[config.mk]
export PLATFORM = sky130hd
export DESIGN_NAME = dot_product_engine
export DESIGN_NICKNAME = d
export VERILOG_FILES = /design/src/rtl/dot_pkg.sv /design/src/rtl/dot_product_engine_mac_unit.sv /design/src/rtl/dot_product_engine.sv
export SDC_FILE = /design/constraint.sdc
export NUM_CORES = 1
export LEC_CHECK = 0
export CAP_MARGIN = 10
export CORE_ASPECT_RATIO = 0.5
export CORE_MARGIN = 5
export CORE_UTILIZATION = 61
export DETAILED_ROUTE_END_ITERATION = 16
export GPL_TIMING_DRIVEN = 0
export HOLD_SLACK_MARGIN = 0.05
export PLACE_DENSITY = 0.88
export SLEW_MARGIN = 25
export SYNTH_ARGS = -nofsm -noshare
export SYNTH_HDL_FRONTEND = slang
export SYNTH_SLANG_ARGS = --single-unit
[constraint.sdc]
create_clock -name clk -period 10.9 [get_ports clk]
set_clock_uncertainty 0.2 [all_clocks]
set_input_delay 1.635 -clock clk [delete_from_list [all_inputs] [get_ports clk]]
set_output_delay 1.635 -clock clk [all_outputs]
set_load 0.02 [all_outputs]
[src/rtl/dot_pkg.sv]
// Shared defaults, derived widths and the FSM state type for the dot product engine.
package dot_pkg;

    localparam int unsigned DEF_DATA_W = 8;
    localparam int unsigned DEF_N_ELEM = 8;
    localparam int unsigned DEF_B_BASE = 8;
    localparam int unsigned DEF_ADDR_W = 4;

    // Wide enough for N_ELEM full-scale products, so the sum can never overflow.
    localparam int unsigned ACC_W = 2 * DEF_DATA_W + $clog2(DEF_N_ELEM);

    typedef enum logic [2:0] {
        IDLE,
        RD_A,
        RD_B,
        ACC,
        DONE
    } state_e;

endpackage

[src/rtl/dot_product_engine_mac_unit.sv]
// Unsigned multiply-accumulate with synchronous clear.
// acc presents the value the accumulator takes at the next edge, so a caller can capture the final sum in the same cycle as the last product.
module mac_unit
    import dot_pkg::*;
#(
    parameter int unsigned DW = DEF_DATA_W,
    parameter int unsigned AW = ACC_W
) (
    input  logic          clk,
    input  logic          rst,
    input  logic          clr,
    input  logic          en,
    input  logic [DW-1:0] a,
    input  logic [DW-1:0] b,
    output logic [AW-1:0] acc
);

    logic [2*DW-1:0] prod_c;
    logic [AW-1:0]   acc_q;
    logic [AW-1:0]   acc_d;

    always_comb begin
        prod_c = (2*DW)'(a) * (2*DW)'(b);
        acc_d  = acc_q;
        if (clr) begin
            acc_d = '0;
        end else if (en) begin
            acc_d = acc_q + AW'(prod_c);
        end
    end

    always_ff @(posedge clk) begin
        if (rst) begin
            acc_q <= '0;
        end else begin
            acc_q <= acc_d;
        end
    end

    assign acc = acc_d;

endmodule

[src/rtl/dot_product_engine.sv]
// Reads vectors A and B from scratch memory and returns their unsigned dot product.
// Define DOT_SAT_EN to saturate the result at full scale and add the comp_ovf flag.
module dot_product_engine
    import dot_pkg::*;
#(
    parameter int unsigned DATA_W = DEF_DATA_W,
    parameter int unsigned N_ELEM = DEF_N_ELEM,
    parameter int unsigned B_BASE = DEF_B_BASE,
    parameter int unsigned ADDR_W = DEF_ADDR_W
) (
    input  logic              clk,
    input  logic              rst,
    input  logic              comp_start,
    output logic              mem_rd_en,
    output logic [ADDR_W-1:0] mem_rd_addr,
    input  logic [DATA_W-1:0] mem_rd_data,
    output logic              busy,
    output logic              comp_done,
    output logic [DATA_W-1:0] comp_result
`ifdef DOT_SAT_EN
    ,
    output logic              comp_ovf
`endif
);

    localparam int unsigned IDX_W = $clog2(N_ELEM);
    localparam int unsigned SUM_W = 2 * DATA_W + IDX_W;

    state_e              state_q, state_d;
    logic [IDX_W-1:0]    idx_q, idx_d;
    logic [DATA_W-1:0]   a_q, a_d;
    logic [DATA_W-1:0]   result_q, result_d;
    logic                busy_q, busy_d;
    logic                done_q, done_d;
    logic                mac_clr_c;
    logic                mac_en_c;
    logic [SUM_W-1:0]    acc_nxt;
`ifdef DOT_SAT_EN
    logic                ovf_q, ovf_d;
`endif

    mac_unit #(
        .DW (DATA_W),
        .AW (SUM_W)
    ) u_mac (
        .clk (clk),
        .rst (rst),
        .clr (mac_clr_c),
        .en  (mac_en_c),
        .a   (a_q),
        .b   (mem_rd_data),
        .acc (acc_nxt)
    );

    // Sequencer: per element RD_A issues A's address, RD_B captures A and issues B's, ACC folds in the product.
    always_comb begin
        state_d     = state_q;
        idx_d       = idx_q;
        a_d         = a_q;
        result_d    = result_q;
        busy_d      = busy_q;
        done_d      = 1'b0;
        mac_clr_c   = 1'b0;
        mac_en_c    = 1'b0;
        mem_rd_en   = 1'b0;
        mem_rd_addr = '0;
`ifdef DOT_SAT_EN
        ovf_d       = ovf_q;
`endif
        case (state_q)
            IDLE: begin
                if (comp_start) begin
                    mac_clr_c = 1'b1;
                    idx_d     = '0;
                    busy_d    = 1'b1;
                    state_d   = RD_A;
                end
            end
            RD_A: begin
                mem_rd_en   = 1'b1;
                mem_rd_addr = ADDR_W'(idx_q);
                state_d     = RD_B;
            end
            RD_B: begin
                mem_rd_en   = 1'b1;
                mem_rd_addr = ADDR_W'(B_BASE) + ADDR_W'(idx_q);
                a_d         = mem_rd_data;
                state_d     = ACC;
            end
            ACC: begin
                mac_en_c = 1'b1;
                if (idx_q == IDX_W'(N_ELEM - 1)) begin
                    // Capture the final sum, including this last product, as DONE is entered.
                    done_d  = 1'b1;
                    state_d = DONE;
`ifdef DOT_SAT_EN
                    ovf_d    = |acc_nxt[SUM_W-1:DATA_W];
                    result_d = ovf_d ? '1 : acc_nxt[DATA_W-1:0];
`else
                    result_d = DATA_W'(acc_nxt);
`endif
                end else begin
                    idx_d   = idx_q + IDX_W'(1);
                    state_d = RD_A;
                end
            end
            DONE: begin
                busy_d  = 1'b0;
                state_d = IDLE;
            end
            default: begin
                state_d = IDLE;
            end
        endcase
    end

    always_ff @(posedge clk) begin
        if (rst) begin
            state_q  <= IDLE;
            idx_q    <= '0;
            a_q      <= '0;
            result_q <= '0;
            busy_q   <= 1'b0;
            done_q   <= 1'b0;
`ifdef DOT_SAT_EN
            ovf_q    <= 1'b0;
`endif
        end else begin
            state_q  <= state_d;
            idx_q    <= idx_d;
            a_q      <= a_d;
            result_q <= result_d;
            busy_q   <= busy_d;
            done_q   <= done_d;
`ifdef DOT_SAT_EN
            ovf_q    <= ovf_d;
`endif
        end
    end

    assign busy        = busy_q;
    assign comp_done   = done_q;
    assign comp_result = result_q;
`ifdef DOT_SAT_EN
    assign comp_ovf    = ovf_q;
`endif

endmodule

Fig. 1: run 1, metal 3
(4 px per um)
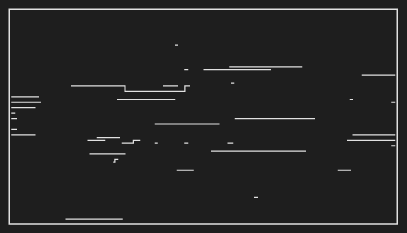
main direction: horizontal
share of all routed wire: 4.9%
longest straight run: 23.5 um
nets with wire on the layer: 27

Fig. 2: run 1, gate families picked out
(6 px per um)
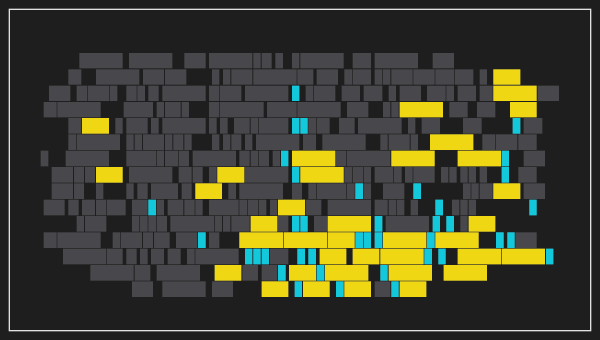
legend:
  cyan:
    family: inv cells
    cells: 39
    most_used: inv_1
  yellow:
    family: fa/ha/maj cells
    cells: 37
    most_used: ha_1
Commonest Layout Cell: nand2_1
combinational share of cell area: 54.5%
Non-Filler Instances: 353

Fig. 3: run 1, M2 wires
(4 px per um) Cells faint in the background.
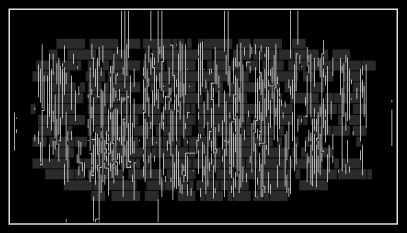
main direction: vertical
share of all routed wire: 49%
nets with wire on the layer: 301
longest straight run: 26.5 um

==> results_dict.tcl, run 1 <==
# flow metrics
set metrics [dict create \
    power_density_mw_per_mm2 108 \
    clk_path_buf_depth 2 \
    insertion_delay_ns 0.28 \
    fa_ha_area_share_pct 26.1 \
    ys_cells 272 \
    wl_per_cell_um 14.6 \
    critPathMaxFanout 7 \
    grt_first_pass_wirelength_mm 8.94 \
    vias 1857 \
    hp-class "reg -> reg" \
    rsz0062_at_grt "no" \
    grt_max_degree 11 \
    numClockSinks 32 \
    postCtsHoldBufs 0 \
    fp.dieW_um 96.6 \
    drtIter0Drc 65 \
    drc 0 \
    coreArea_sq_mm 0.00353 \
    syn_to_final_growth_pct 16.4 \
    cts_tree "yes" \
    drive_above_1_share_pct 5.30 \
    nets 349 \
    num_antenna_cells 0 \
    die_h_um 53.3 \
    grt_pass1_vias 1984 \
    io_pins 26 \
    cts_setup_buffers 0 \
    cts_max_level 2 \
    syn-mean-instance-area_sq_um 8.42 \
    yosys_area_sq_mm 0.00229 \
    status "completed" \
    tns_ns 0 \
    grtUsageTotal_pct 22.1 \
    final.period_utilization_pct 51.8 \
    drt_wl_total_mm 5.15 \
    syn_area_sq_mm 0.00229 \
    drv_cap 0 \
    fp-row-count 15 \
    ant_nets 0 \
    fin_crit_ns 5.64 \
    syn_inst 272 \
    peakVddDrop_v 0.0000802 \
    dp_hpwl_mm 4.07 \
    whs_ns 0.260 \
    final_max_slew_viol_count 0 \
    antenna_found_initial 0 \
    synth_cell_types 26 \
    crit_path_start_kind "input port" \
    overflow 0 \
    mux_share_pct 3.93 \
    aoi_share_pct 7.10 \
    async_flop_share_pct 0 \
    clkTransAtPathRegs_ns 0.07 \
    n_fill_cell 268 \
    ff_type "dfxtp_1" \
    logic_family "adder cells" \
    hold_start "comp_result[6]" \
    chip_area_sq_mm 0.00515 \
    crit_arrival_ns 5.59 \
    synth-simple-area-share_pct 19.1 \
    postSynthSeqShare_pct 28.0 \
    numPortBuffers 22 \
    hold_violations 0 \
    critPathLaunch "mem_rd_data[2]" \
    worst_pin_slew_ns 0.551 \
    avgViaCountPerCell 5.26 \
    ys_sh_xor_pct 7.27 \
    initial_core_util_pct 64.9 \
    floorplan.nets 320 \
    ys_ff 32 \
    cts-resized-gates 0 \
    worstSetupPathType "in -> reg" \
    gp_congestion 0.830 \
    clock.fmax_mhz 177 \
    tool_warnings 26 \
    edf_count 0 \
    yosysWarnings 0 \
    r2r_start "a_q[1]" \
    p_leak_nw 1.15 \
    crit_path_end_kind "register" \
    clockRootBuffer "clkbuf_8" \
    dr.pass1.iters 4 \
    final-setup-viol-count 0 \
    cp.required_ns 10.85 \
    cts_buffers 5 \
    relSlewSlack_pct 63.2 \
    most-common-layout-cells "nand2_1, inv_1, dfxtp_1, clkdlybuf4s50_1" \
]
## run 1: registers in the layout, indices dropped and copies added, names as in the netlist
name and cells:
a_q 8, state_q 3, idx_q 3, comp_result 8, busy 1, comp_done 1, u_mac.acc_q 8
## run 1: cells by family after synthesis
family / count (synthesis)
AND/OR/NAND/NOR: 98
buffers and inverters: 49
multiplexers: 9
XOR/XNOR: 19
adder cells (fa/ha/maj): 37
AND-OR/OR-AND: 28
flip-flops: 32
## run 1: cell usage after synthesis (all sizes together), types with 4 or more instances
cell type	count	share of area, %
mux2i	9	3.9
nand2b	4	1.1
fa	18	16
nand2	57	9.3
dfxtp	32	28
inv	39	6.4
a211oi	4	1.3
ha	19	10
nor2	16	2.6
a21oi	19	4.2
and2	13	3.7
xnor2	17	6.5
clkbuf	5	0.82
buf	5	1.3
## run 1: worst paths after layout
path                            slack [ns]              to  cells past startpoint
worst min register to register        0.26  comp_result[6]                      2
worst max-delay path                  5.26  u_mac.acc_q[7]                     14
worst max register to register        6.66  u_mac.acc_q[7]                     13
worst min-delay path                  0.26  comp_result[6]                      2
## run 1: per-layer routing
metal	part of all wire, %	GRT usage, %
met5	0	0
met4	2.4	7.69
met3	4.9	4.08
met2	49	41.0
met1	44	26.2
## run 1: report_power, final
part           switching [W]  internal, W
registers         0.00000457     0.000121
logic              0.0000403    0.0000285
clock network      0.0000440    0.0000503
## run 1: cell type report
cell class	count	area, sq um	area share [%]
plain buffers	10	48.8	1.83
clock buffers	6	82.6	3.10
clock inverters	2	10.0	0.375
inverters	39	146	5.49
multi-input cells	191	1450	54.5
flip-flops and latches	32	641	24.0
well taps	51	63.8	2.39
repair buffers	22	220	8.26
## run 1: worst max-delay path, cell delays in order
cell	delay, ns
clkdlybuf4s50_1	0.64
nand2_1	0.11
fa_1	0.40
fa_1	0.55
inv_1	0.05
fa_1	0.49
inv_1	0.06
fa_1	0.52
inv_1	0.06
ha_1	0.34
a21oi_1	0.20
xnor2_1	0.10
xnor2_1	0.30
a211oi_1	0.12
## run 1: metrics by stage
step	total power (W)	worst slack (ns)	instances	util (%)	cell area (sq um)
6_report	0.000288	5.26	353	75.6	2670
4_1_cts	0.000288	5.27	353	75.6	2670
5_1_grt	0.000303	5.10	353	75.6	2670
2_1_floorplan	0.000174	5.80	272	-	2290
3_3_place_gp	0.000192	5.04	345	72.9	2570
3_5_place_dp	0.000196	5.01	345	72.9	2570
Fig. 4: run 1, routing congestion map
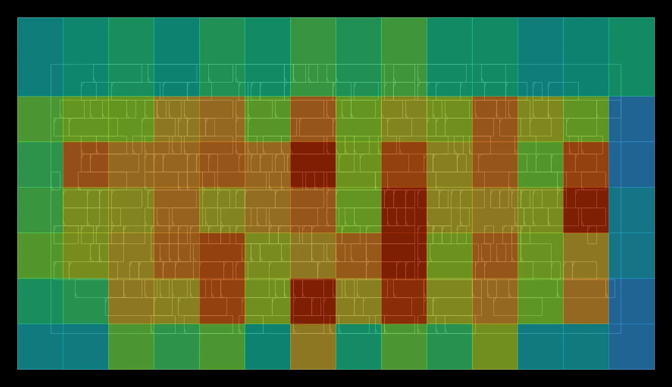

==> inputs of run 2 (changes only) <==
- CORE_UTILIZATION: 61 -> 51
- PLACE_DENSITY: 0.88 -> 0.78
- clock period: 10.9 -> 4.7 ns (I/O delays scaled with it)
Fig. 5: run 2, routing congestion map
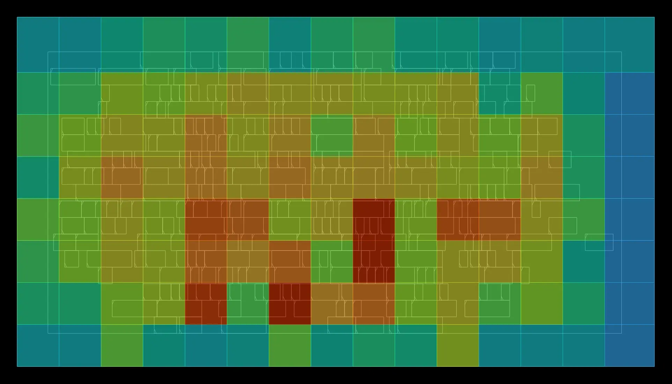
GR peak layer: met2
met2 Track Usage GR: 29.3%
total track usage: 17.4%
M1 GR Usage: 22.5%
routed len/inst: 13.8 um

==> results_dict.tcl, run 2 <==
# flow metrics
set metrics [dict create \
    status "completed" \
    critPathMostFrequentCell "fa_1" \
    grt_pass1_vias 1823 \
    numPortBuffers 22 \
    clk_path_buf_depth 2 \
    worst_path_max_delay_cell "fa_1" \
    edf_count 0 \
    dp_hpwl_mm 3.91 \
    postSynthSeqShare_pct 28.0 \
    tns_ns 0 \
    chip_area_sq_mm 0.00601 \
    final.period_utilization_pct 90.8 \
    grt_max_degree 12 \
    crit_path_start_kind "input port" \
    fp.dieW_um 105 \
    grt_first_pass_wirelength_mm 8.56 \
    layout_top_cell "nand2_1" \
    syn-mean-instance-area_sq_um 8.42 \
    drc 0 \
    worst_pin_slew_ns 0.527 \
    coreArea_sq_mm 0.00436 \
    ys_ff 32 \
    yosys_area_sq_mm 0.00229 \
    initial_core_util_pct 52.5 \
    critPathMaxFanout 5 \
    async_flop_share_pct 0 \
    peakVddDrop_v 0.000179 \
    crit_arrival_ns 4.21 \
    p_leak_nw 1.18 \
    fin_crit_ns 4.27 \
    critPathMaxStageDelay_ns 0.55 \
    crit_path_end_kind "register" \
    fp-row-count 17 \
    dp.cells 351 \
    tool_warnings 26 \
    cts_max_level 2 \
    area_leaders "dfxtp_1, fa_1, ha_1" \
    ant_nets 0 \
    syn_to_final_growth_pct 18.1 \
    common_cells "nand2_1, inv_1, dfxtp_1" \
    netlist.top_cell.by_area "dfxtp_1" \
    insertion_delay_ns 0.29 \
    drive_above_1_share_pct 5.63 \
    drt_wl_total_mm 4.97 \
    power_density_mw_per_mm2 265 \
    n_fill_cell 375 \
    relSlewSlack_pct 64.8 \
    vias 1793 \
    drtIter0Drc 40 \
    crit_path_cell_trace "dlymetal6s2s_1 -> nand2_1 -> fa_1 -> fa_1 -> inv_1 -> fa_1 -> inv_1 -> fa_1 -> inv_1 -> ha_1 -> a21oi_2 -> xnor2_1 -> xnor2_1 -> a211oi_1" \
    synth_cell_types 26 \
    dr.pass1.iters 4 \
    cts_buffers 5 \
    gp_congestion 0.798 \
    clock.fmax_mhz 234 \
    ff_type "dfxtp_1" \
    final-setup-viol-count 0 \
    postCtsHoldBufs 0 \
    rsz0062_at_grt "no" \
    fin_cells 359 \
    overflow 0 \
    syn_area_sq_mm 0.00229 \
    most-common-layout-cells "nand2_1, inv_1, dfxtp_1, ha_1, clkdlybuf4s50_1" \
    antenna_found_initial 0 \
    hold_violations 0 \
    yosysWarnings 0 \
    ys_cells 272 \
    synth.most_common_cell "nand2_1" \
    die_h_um 57.4 \
    syn_inst 272 \
    whs_ns 0.258 \
    drv_cap 0 \
    numClockSinks 32 \
    cp.required_ns 4.65 \
    nets 349 \
    hp-class "reg -> reg" \
    cts_tree "yes" \
    num_antenna_cells 0 \
    io_pins 26 \
    clkTransAtPathRegs_ns 0.07 \
    worstSetupPathType "in -> reg" \
    clockRootBuffer "clkbuf_8" \
    avgViaCountPerCell 4.99 \
    top_cell_area_share_pct 28.0 \
    floorplan.nets 320 \
    final_max_slew_viol_count 0 \
]
[run 2: stage by stage]
stage | total power (W) | utilization, % | setup WS [ns] | cell area (sq um)
global placement | 0.000447 | 59.2 | -0.241 | 2580
floorplan | 0.000403 | - | 0.532 | 2290
detailed placement | 0.000453 | 59.2 | -0.279 | 2580
CTS | 0.000721 | 61.8 | 0.00789 | 2690
finish | 0.000716 | 62.0 | 0.435 | 2700
global route | 0.000755 | 62.0 | 0.229 | 2700
[run 2: cell type report]
class | count | area [sq um] | share of cell area (%)
repair buffers | 22 | 228 | 8.42
plain buffers | 10 | 48.8 | 1.80
flip-flops and latches | 32 | 641 | 23.7
inverters | 39 | 146 | 5.41
multi-input cells | 191 | 1460 | 53.9
clock buffers | 5 | 68.8 | 2.55
clock inverters | 3 | 42.5 | 1.57
well taps | 57 | 71.3 | 2.64
[run 2: cells by family (layout without fill, tap and decap cells)]
kind of cell / count (synthesis) / after routing / synth area share [%]
xor gates and xnor gates: 19 / 19 / 7.27
buffers and inverters: 49 / 79 / 8.52
AOI/OAI and AO/OA: 28 / 28 / 7.10
DFF: 32 / 32 / 28.0
muxes: 9 / 9 / 3.93
adders and majority gates: 37 / 37 / 26.1
and+or+nand+nor: 98 / 98 / 19.1
[run 2: report_power, final]
part           internal [W]  switching (W)  total [W]
Clock              0.000157       0.000111   0.000268
Sequential         0.000280      0.0000111   0.000291
Combinational     0.0000654      0.0000910   0.000156
Total              0.000502       0.000213   0.000716
[run 2: timing repair]
item,4_1_cts,5_1_grt
gates resized,0,4
setup endpoints to repair,0,2
buffers inserted,0,0
[run 2: metal layers]
metal  wire (um)  part of all wire [%]  vias up  track usage, %
met5           0                     0        -               0
met4          40                  0.80        0            5.28
met3         159                   3.2        4            4.07
li1            -                     -      899               -
met1        2400                    48      854            22.5
met2        2370                    48       36            29.3
[run 2: critical path, delay by kind of cell]
| kind | cells | cell delay, ns |
|---|---|---|
| adders and majority gates | 5 | 2.36 |
| xor gates and xnor gates | 2 | 0.37 |
| buffers and inverters | 4 | 0.36 |
| AOI/OAI and AO/OA | 2 | 0.30 |
| and+or+nand+nor | 1 | 0.12 |
[run 2: path summary, 6_finish.rpt]
kind                   from             end  slack (ns)  cells past startpoint
min          comp_result[1]  comp_result[1]        0.26                      2
max reg2reg          a_q[1]  u_mac.acc_q[7]        0.52                     13
max          mem_rd_data[4]  u_mac.acc_q[7]        0.43                     14
min reg2reg  comp_result[1]  comp_result[1]        0.26                      2
Fig. 6: run 2, gate families picked out
(6 px per um)
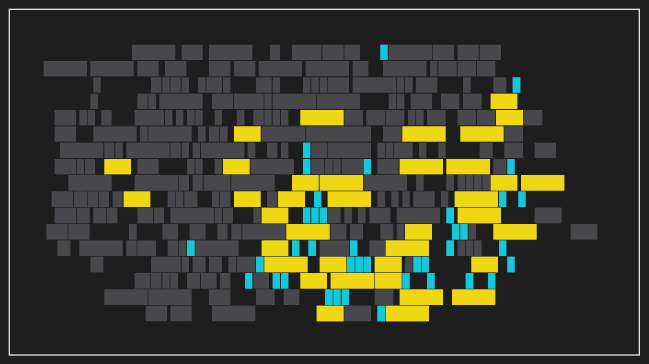

==> inputs of run 3 (changes only) <==
- CORE_MARGIN: 5 -> unset
Fig. 7: run 3, gate families picked out
(6 px per um)
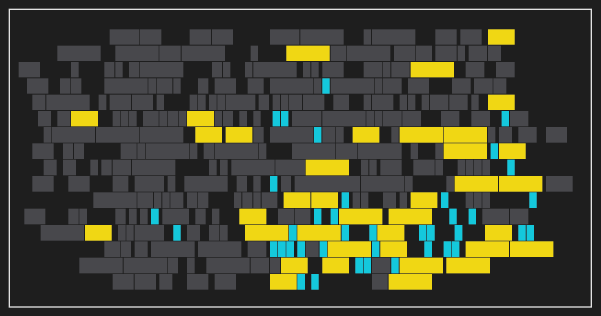
legend:
  yellow:
    family: fa/ha/maj cells
    cells: 37
    most_used: ha_1
  cyan:
    family: inv cells
    cells: 39
    most_used: inv_1
Non-Filler Instances: 357
combinational share of cell area: 53.6%

==> results_dict.tcl, run 3 <==
# flow metrics
set metrics [dict create \
    status "completed" \
    fin_crit_ns 4.51 \
    tns_ns 0 \
    yosysWarnings 0 \
    io_pins 26 \
    most-common-layout-cells "nand2_1, inv_1, dfxtp_1, ha_1, clkdlybuf4s50_1" \
    n_fill_cell 328 \
    drtIter0Drc 67 \
    grt_max_degree 11 \
    peakVddDrop_v 0.000188 \
    numClockSinks 32 \
    drv_cap 0 \
    layout_top_cell "nand2_1" \
    syn_to_final_growth_pct 18.7 \
    cts_tree "yes" \
    ys_cells 272 \
    relSlewSlack_pct 61.3 \
    power_density_mw_per_mm2 272 \
    vias 1831 \
    clockRootBuffer "clkbuf_8" \
    yosys_area_sq_mm 0.00229 \
    clkTransAtPathRegs_ns 0.06 \
    initial_core_util_pct 55.8 \
    clk_path_buf_depth 2 \
    final-setup-viol-count 0 \
    postLayoutCoreUtil_pct 66.3 \
    die_h_um 49.4 \
    area_leaders "dfxtp_1, fa_1, ha_1" \
    edf_count 0 \
    overflow 0 \
    final_max_slew_viol_count 0 \
    rsz0062_at_grt "no" \
    clock.fmax_mhz 222 \
    wl_per_cell_um 14.1 \
    mux_share_pct 3.93 \
    async_flop_share_pct 0 \
    crit_path_end_kind "register" \
    crit_path_cell_trace "dlygate4sd2_1 -> nand2_1 -> fa_1 -> fa_1 -> inv_1 -> fa_1 -> inv_1 -> fa_1 -> inv_1 -> ha_1 -> a21oi_2 -> xnor2_1 -> xnor2_1 -> buf_4 -> a211oi_1" \
    crit_arrival_ns 4.51 \
    top_cell_area_share_pct 28.0 \
    cts_buffers 5 \
    numPortBuffers 22 \
    postSynthSeqShare_pct 28.0 \
    grt_pass1_vias 1874 \
    worstSetupPathType "in -> reg" \
    chip_area_sq_mm 0.00478 \
    synth_cell_types 26 \
    netlist.top_cell.by_area "dfxtp_1" \
    fp.dieW_um 96.8 \
    critPathMostFrequentCell "fa_1" \
    syn_area_sq_mm 0.00229 \
    worst_pin_slew_ns 0.579 \
    dp_hpwl_mm 3.89 \
    avgViaCountPerCell 5.13 \
    floorplan.nets 320 \
    drive_above_1_share_pct 5.94 \
    coreArea_sq_mm 0.00410 \
    grtUsageTotal_pct 23.2 \
    drc 0 \
    syn_inst 272 \
    ant_nets 0 \
    fp-row-count 16 \
    grt_first_pass_wirelength_mm 8.50 \
    final.period_utilization_pct 96.0 \
    antenna_found_initial 0 \
    ff_type "dfxtp_1" \
    cts_max_level 2 \
    num_antenna_cells 0 \
    finalPower_w 0.000740 \
    fa_ha_area_share_pct 26.1 \
    hp-class "reg -> reg" \
    critPathMaxStageDelay_ns 0.55 \
    logic_family "adder cells" \
    syn-mean-instance-area_sq_um 8.42 \
    hold_violations 0 \
    postCtsHoldBufs 0 \
    dp.cells 348 \
    crit_path_start_kind "input port" \
    insertion_delay_ns 0.28 \
    tool_warnings 26 \
    ys_sh_xor_pct 7.27 \
    worst_path_max_delay_cell "fa_1" \
    synth-simple-area-share_pct 19.1 \
    whs_ns 0.261 \
    critPathMaxFanout 7 \
    synth.most_common_cell "nand2_1" \
    common_cells "nand2_1, inv_1, dfxtp_1" \
    nets 350 \
    gp_congestion 0.817 \
    aoi_share_pct 7.10 \
    cp.required_ns 4.70 \
    dr.pass1.iters 4 \
    ys_ff 32 \
    drt_wl_total_mm 5.02 \
    p_leak_nw 1.19 \
]
## run 3: logic make-up after synthesis
group / after synthesis
simple gates: 98
buf+inv: 49
fa+ha+maj: 37
flops: 32
compound gates: 28
xor+xnor: 19
mux: 9
## run 3: what timing repair did
item | CTS | global route
cloned | 0 | 0
pin swaps | 1 | 0
resized | 2 | 2
buffers inserted | 1 | 0
endpoints found under the setup margin | 2 | 2
## run 3: area by class of cell
class | instances | area, sq um | share of cell area [%]
timing repair buffer | 23 | 231 | 8.51
inverter | 39 | 146 | 5.38
sequential | 32 | 641 | 23.6
clock buffer | 7 | 96.3 | 3.54
multi-input combinational | 191 | 1460 | 53.6
tap | 54 | 67.6 | 2.49
buffer | 10 | 48.8 | 1.79
clock inverter | 1 | 30.0 | 1.10
## run 3: final timing paths
kind / from / endpoint / cells after the start / slack, ns
hold / removal: comp_result[6] / comp_result[6] / 2 / 0.26
setup reg to reg: a_q[1] / comp_result[7] / 14 / 0.43
setup / recovery: mem_rd_data[2] / comp_result[7] / 15 / 0.19
hold reg to reg: comp_result[6] / comp_result[6] / 2 / 0.26
## run 3: metrics by stage
stage	worst slack (ns)	area, sq um
final	0.186	2720
after CTS	0.00193	2710
after floorplan	0.532	2290
after global placement	-0.275	2580
after detailed placement	-0.352	2580
after global routing	0.0750	2720
## run 3: layer usage
metal,part of all wire (%),routed length [um],up-vias,GRT usage (%)
met3,4.6,232,14,5.44
li1,-,-,900,-
met4,2.8,142,0,9.45
met5,0,0,-,0
met2,46,2320,47,40.5
met1,46,2320,870,27.8
## run 3: worst max-delay path: cells and delay by family
family	cells	cell delay, ns
adders and majority gates	5	2.32
buffers and inverters	5	0.69
AOI/OAI and AO/OA	2	0.39
xor gates and xnor gates	2	0.24
and+or+nand+nor	1	0.14
## run 3: power by group
group	internal (W)	total [W]	switching (W)
clock	0.000187	0.000286	0.0000990
sequential	0.000280	0.000291	0.0000106
combinational	0.0000696	0.000164	0.0000941
total	0.000537	0.000740	0.000204

==> layout pictures side by side <==
Sizing map.
(6 px per um)
(a)
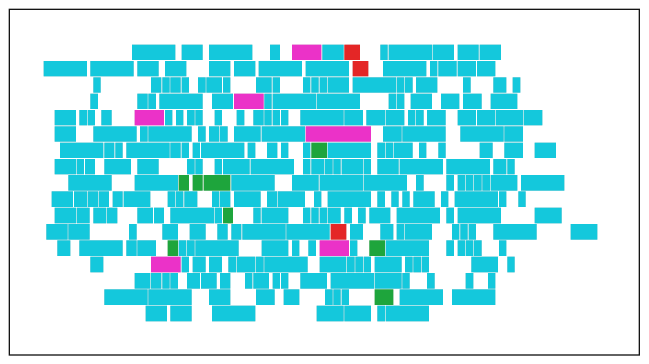
(b)
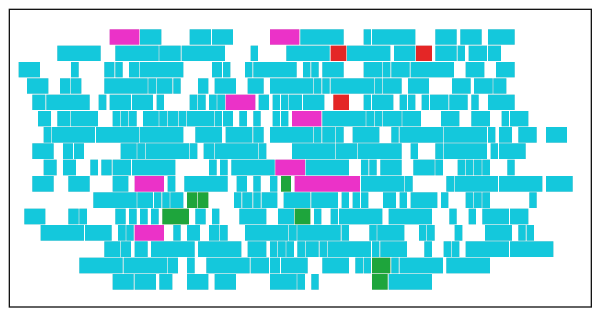
(c)
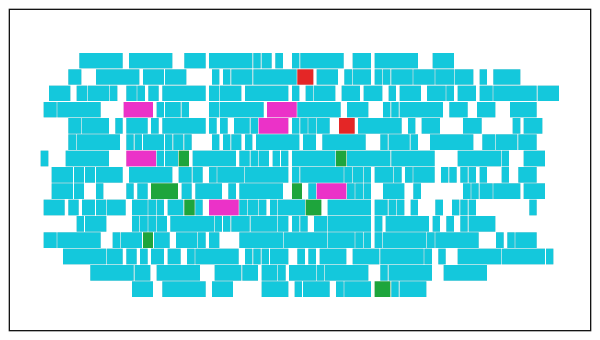
run 3: (b)
run 2: (a)
run 1: (c)
- largest die: (a)

Key to (b):
legend:
  cyan:
    size: x1 and smaller
    cells: 285
    share: 94%
    most_used: nand2_1
  green:
    size: x2
    cells: 7
    share: 2.3%
    most_used: buf_2
  magenta:
    size: x6 and larger
    cells: 8
    share: 2.6%
    most_used: clkbuf_8
  red:
    size: x3 and x4
    cells: 3
    share: 0.99%
    most_used: buf_4

Power and IR drop assume default switching activity.
